## config.mk

```make
export PLATFORM = sky130hd
export DESIGN_NAME = ram_arbiter
export DESIGN_NICKNAME = d
export VERILOG_FILES = /design/src/rtl/k_and_s_pkg.sv /design/src/rtl/ram_arbiter.sv
export SDC_FILE = /design/constraint.sdc
export NUM_CORES = 1
export LEC_CHECK = 0
export ABC_CLOCK_PERIOD_IN_PS = 2800
export CAP_MARGIN = 40
export CORE_MARGIN = 1.5
export CORE_UTILIZATION = 37
export CTS_CLUSTER_DIAMETER = 80
export DETAILED_ROUTE_END_ITERATION = 7
export MAX_ROUTING_LAYER = met4
export PLACE_DENSITY = 0.77
export SETUP_SLACK_MARGIN = 0.15
export SYNTH_ARGS = -nofsm -noshare
export SYNTH_HDL_FRONTEND = slang
export SYNTH_SLANG_ARGS = --single-unit
```

## constraint.sdc

```tcl
create_clock -name clk -period 2.8 [get_ports clk]
set_input_delay 0.42 -clock clk [delete_from_list [all_inputs] [get_ports clk]]
set_output_delay 0.42 -clock clk [all_outputs]
set_load 0.02 [all_outputs]
```

## src/rtl/k_and_s_pkg.sv

```systemverilog
// Shared types for the K&S processor memory subsystem.
// Holds the RAM arbiter state encoding and requester tags.
package k_and_s_pkg;

    typedef enum logic [1:0] {
        ARB_IDLE     = 2'd0,
        ARB_CPU      = 2'd1,
        ARB_DBG      = 2'd2,
        ARB_DBG_LOCK = 2'd3
    } arb_state_t;

    typedef enum logic {
        PORT_CPU = 1'b0,
        PORT_DBG = 1'b1
    } arb_port_t;

endpackage

```

## src/rtl/ram_arbiter.sv

```systemverilog
// ram_arbiter: shares one synchronous RAM port between the CPU datapath
// and a debug/loader port with round-robin fairness and a bounded lock.
// Ports: clk, rst_n (async, active-low);
//   cpu_* / dbg_* : req, we, addr, wdata in; gnt, rvalid, rdata out;
//   dbg_lock      : keep debug ownership while dbg_req stays high;
//   ram_*         : addr, we, wdata to RAM; rdata from RAM (1-cycle latency).
module ram_arbiter
    import k_and_s_pkg::*;
#(
    parameter int ADDR_WIDTH = 5,
    parameter int DATA_WIDTH = 16,
    parameter int LOCK_MAX   = 8
) (
    input  logic                  clk,
    input  logic                  rst_n,
    input  logic                  cpu_req,
    input  logic                  cpu_we,
    input  logic [ADDR_WIDTH-1:0] cpu_addr,
    input  logic [DATA_WIDTH-1:0] cpu_wdata,
    output logic                  cpu_gnt,
    output logic                  cpu_rvalid,
    output logic [DATA_WIDTH-1:0] cpu_rdata,
    input  logic                  dbg_req,
    input  logic                  dbg_we,
    input  logic [ADDR_WIDTH-1:0] dbg_addr,
    input  logic [DATA_WIDTH-1:0] dbg_wdata,
    input  logic                  dbg_lock,
    output logic                  dbg_gnt,
    output logic                  dbg_rvalid,
    output logic [DATA_WIDTH-1:0] dbg_rdata,
    output logic [ADDR_WIDTH-1:0] ram_addr,
    output logic                  ram_we,
    output logic [DATA_WIDTH-1:0] ram_wdata,
    input  logic [DATA_WIDTH-1:0] ram_rdata
);

    localparam logic [7:0] LP_LOCK_MAX = 8'(LOCK_MAX);

    arb_state_t      r_state;
    arb_state_t      w_state_nxt;
    logic [7:0]      r_lock_cnt;
    logic [7:0]      w_lock_cnt_nxt;
    logic            r_pend;
    arb_port_t       r_tag;
    logic [DATA_WIDTH-1:0] r_cpu_hold;
    logic [DATA_WIDTH-1:0] r_dbg_hold;

    logic            w_cpu_win;
    logic            w_dbg_win;
    logic            w_cpu_rv;
    logic            w_dbg_rv;

    // Arbitration decision from current requests and previous owner.
    always_comb begin
        w_cpu_win = 1'b0;
        w_dbg_win = 1'b0;
        if (cpu_req && dbg_req) begin
            case (r_state)
                ARB_CPU: w_dbg_win = 1'b1;
                ARB_DBG_LOCK: begin
                    if (r_lock_cnt < LP_LOCK_MAX) w_dbg_win = 1'b1;
                    else                          w_cpu_win = 1'b1;
                end
                default: w_cpu_win = 1'b1;
            endcase
        end else begin
            w_cpu_win = cpu_req;
            w_dbg_win = dbg_req;
        end
    end

    // Grants are forced low while reset is held, even with requests high.
    assign cpu_gnt = w_cpu_win & rst_n;
    assign dbg_gnt = w_dbg_win & rst_n;

    always_comb begin
        ram_addr  = '0;
        ram_we    = 1'b0;
        ram_wdata = '0;
        if (cpu_gnt) begin
            ram_addr  = cpu_addr;
            ram_we    = cpu_we;
            ram_wdata = cpu_wdata;
        end else if (dbg_gnt) begin
            ram_addr  = dbg_addr;
            ram_we    = dbg_we;
            ram_wdata = dbg_wdata;
        end
    end

    // Lock counter: the entry grant counts as the first locked grant.
    always_comb begin
        w_state_nxt    = ARB_IDLE;
        w_lock_cnt_nxt = 8'd0;
        if (cpu_gnt) begin
            w_state_nxt = ARB_CPU;
        end else if (dbg_gnt) begin
            if (dbg_lock) begin
                w_state_nxt = ARB_DBG_LOCK;
                if (r_state != ARB_DBG_LOCK)
                    w_lock_cnt_nxt = 8'd1;
                else if (r_lock_cnt == 8'hFF)
                    w_lock_cnt_nxt = r_lock_cnt;
                else
                    w_lock_cnt_nxt = r_lock_cnt + 8'd1;
            end else begin
                w_state_nxt = ARB_DBG;
            end
        end
    end

    always_ff @(posedge clk or negedge rst_n) begin
        if (!rst_n) begin
            r_state    <= ARB_IDLE;
            r_lock_cnt <= 8'd0;
            r_pend     <= 1'b0;
            r_tag      <= PORT_CPU;
        end else begin
            r_state    <= w_state_nxt;
            r_lock_cnt <= w_lock_cnt_nxt;
            r_pend     <= (cpu_gnt | dbg_gnt) & ~ram_we;
            r_tag      <= dbg_gnt ? PORT_DBG : PORT_CPU;
        end
    end

    assign w_cpu_rv   = r_pend && (r_tag == PORT_CPU);
    assign w_dbg_rv   = r_pend && (r_tag == PORT_DBG);
    assign cpu_rvalid = w_cpu_rv;
    assign dbg_rvalid = w_dbg_rv;

    // Returned data passes straight through on its rvalid cycle and is
    // captured so the port keeps showing it until its next read.
    always_ff @(posedge clk or negedge rst_n) begin
        if (!rst_n) begin
            r_cpu_hold <= '0;
            r_dbg_hold <= '0;
        end else begin
            if (w_cpu_rv) r_cpu_hold <= ram_rdata;
            if (w_dbg_rv) r_dbg_hold <= ram_rdata;
        end
    end

    assign cpu_rdata = w_cpu_rv ? ram_rdata : r_cpu_hold;
    assign dbg_rdata = w_dbg_rv ? ram_rdata : r_dbg_hold;

endmodule

```

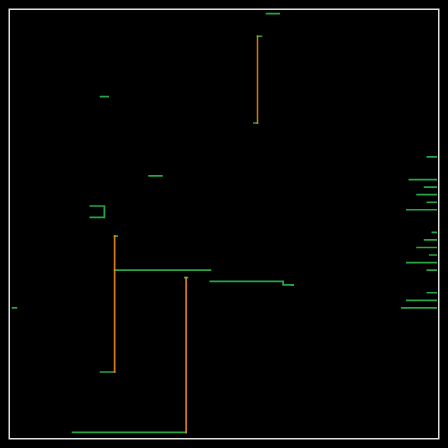
**Above:** signal wires by layer.
Two of the layers only.
colour	layer	wire length
green	metal 3	118 um
orange	metal 4	68.0 um

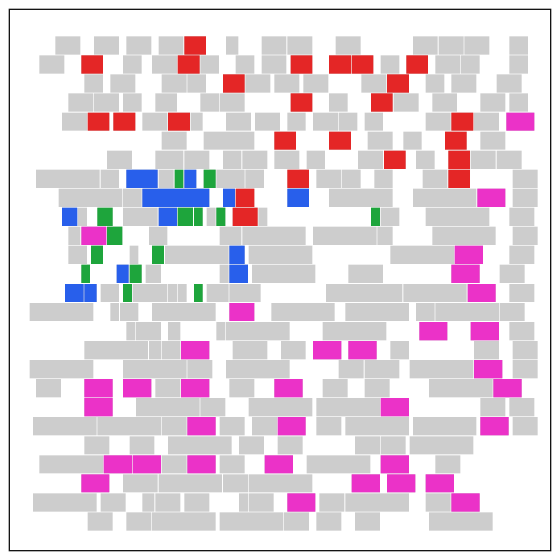
**Above:** logic cells by family.
colour	family	cells
green	nand cells	14
magenta	mux cells	34
blue	aoi and oai cells	12
red	non-inverting ao/oa cells	24
Commonest Layout Cell: clkdlybuf4s50_1
Final Non-Filler Cells: 363
logic share of the area: 0.2555

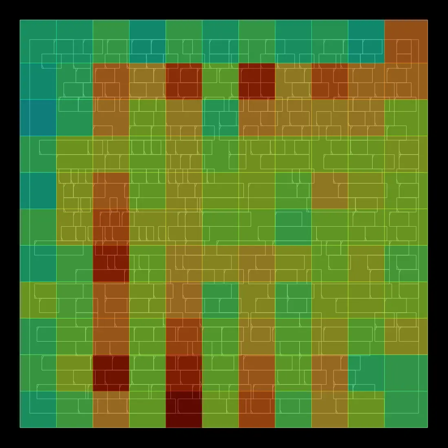
**Above:** congestion heat map.
Avg WL per Cell: 16.13 um
routing usage on met1: 0.2474
Overall Global Routing Usage: 0.2022

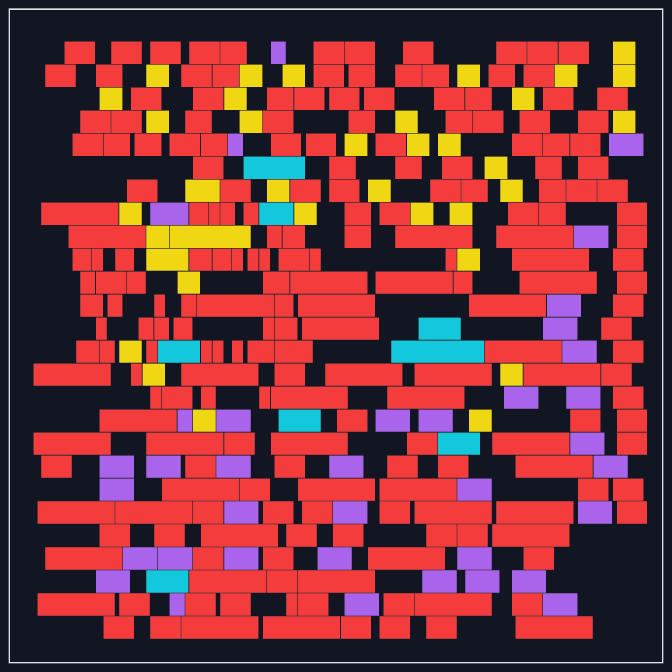
**Above:** cell sizes after repair.
colour	size	cells	share
cyan	_6 and larger	8	2.7%
purple	_2 cells	37	13%
red	_0 and _1 cells	212	72%
yellow	_3 and _4 cells	36	12%
bufs w/o clock: 135
Design Area, Final: 3457 um2
final worst slack: 180.4 ps
synth-to-layout area growth: 69.93%

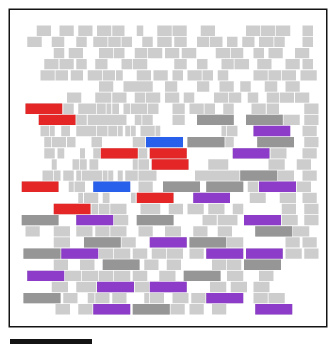
**Above:** where the registers sit.
Bar = 20 um. Other sequential cells in the stronger grey, the rest of the logic in the fainter grey.
colour	signal	placed flops
blue	`r_state`	2
red	`r_lock_cnt`	8
purple	`r_dbg_hold`	16
not coloured	18

==> impl_metrics.tcl <==
# yosys + openroad results
set metrics [dict create \
    final_core_util 0.6642 \
    crit_type "register to primary output" \
    cp_max_fo 19 \
    cts_tree "built" \
    cp.buffers_inverters 2 \
    rows 26 \
    tns_ps 0 \
    htreeDepth 2 \
    synth.top_cell.area_share 0.5412 \
    syn_nets 225 \
    nets 358 \
    outcome "finished, final reports clean" \
    num_antenna_cells 0 \
    sh_seq_area 0.3185 \
    dp.cells 354 \
    final.clkbuf_count 5 \
    finalSetupViolCount 0 \
    grt_pass1_vias 1798 \
    final_max_slew_viol_count 0 \
    finalWirelength_um 5857 \
    first_pass_iters 4 \
    numSequentialCells 44 \
    fp.dieH_um 77.15 \
    yosysTopAreaCell "dfrtp_1" \
    finalWorstPathRequiredPeriod_ps 2620 \
    yosys.stat.seqShare 0.5412 \
    clock_area_frac 0.03221 \
    clock.fmax_ghz 0.3817 \
    dp_slack_ps 17.06 \
    dp_hpwl_um 4464 \
    ys_top_cells_by_area "dfrtp_1 (54%), mux2_2 (18%), a22o_1 (9.5%)" \
    overflow 0 \
    place_area_um2 3378 \
    ff_type "dfrtp_1" \
    synth-seq-cells 44 \
    antenna_found_initial 0 \
    worstHoldPathType "input pin to asynchronous set/reset pin" \
    initCoreUtil 0.3909 \
    worstSkewPairLatency_ps 290 \
    routed-wl-met3_um 117 \
    grt.met3_usage 0.03333 \
    power_mw 2.071 \
    inverters_excl_clock 2 \
    vias_per_cell 4.868 \
    p_leak_nw 1.488 \
    hold_violations 0 \
    first_iter_violations 83 \
    drc 0 \
    chipArea_um2 5952 \
    wl_met1_um 2485 \
    edf_count 0 \
    worstMarginPinSlew_ps 561.6 \
    post_cts_resized 91 \
    layout.area.seq_um2 1101 \
    portBuffers 122 \
    netlist_area_um2 2034 \
    slowest_stage "or4b_4" \
    synth.distinct_cells 31 \
    io_pins 123 \
    tool_warnings 28 \
    maxUsedRoutingLayer "met4" \
    grt_busiest_layer "met2" \
    ys_area_um2 2034 \
]
==> sequential cells by signal (all words and copies together) (netlist names) <==
| signal | count |
|---|---|
| r_cpu_hold | 16 |
| r_dbg_hold | 16 |
| r_lock_cnt | 8 |
| r_pend | 1 |
| r_state | 2 |
| r_tag | 1 |
==> final timing paths <==
kind	start	endpoint	slack (ps)	depth (start not counted)
max	r_lock_cnt[6]$_DFFE_PN0P_	ram_wdata[15]	180	6
min	rst_n	r_lock_cnt[4]$_DFFE_PN0P_	250	2
max reg2reg	r_lock_cnt[6]$_DFFE_PN0P_	r_lock_cnt[0]$_DFFE_PN0P_	900	6
min reg2reg	r_cpu_hold[10]$_DFF_PN0_	r_cpu_hold[10]$_DFF_PN0_	500	1
max in group asynchronous	rst_n	r_state[1]$_DFF_PN0_	2160	2
min in group clk	rst_n	r_state[1]$_DFF_PN0_	450	2
==> cell usage in the layout (no fill, tap or decap), types with 4 or more instances in the layout <==
cell and count:
clkbuf_8 5, buf_4 32, a22o_1 22, nor2_1 9, mux2_2 32, clkdlybuf4s50_1 97
nand2_1 7, nand3_1 4, dfrtp_1 44
==> cells by family (layout without fill, tap and decap cells) <==
kind of cell | count (synthesis) | count (layout) | synth area share
adders and majority gates | 1 | 1 | 0.006149
DFF | 44 | 44 | 0.5412
AOI/OAI and AO/OA | 36 | 36 | 0.1464
buffers and inverters | 11 | 145 | 0.03444
and+or+nand+nor | 33 | 33 | 0.08488
muxes | 34 | 34 | 0.1870
==> worst reg2reg max path, stage by stage, from the launching register on <==
cell      delay, ps
dfrtp_1         380
or4b_4          570
o311ai_4        240
and3_4          250
buf_12          140
buf_4           110
o311a_1         150
==> power breakdown <==
group          switching, mW  internal [mW]
Combinational          0.379          0.437
Sequential            0.0298          0.753
Clock                  0.209          0.264
Total                  0.617           1.45
Power and IR drop assume default switching activity.
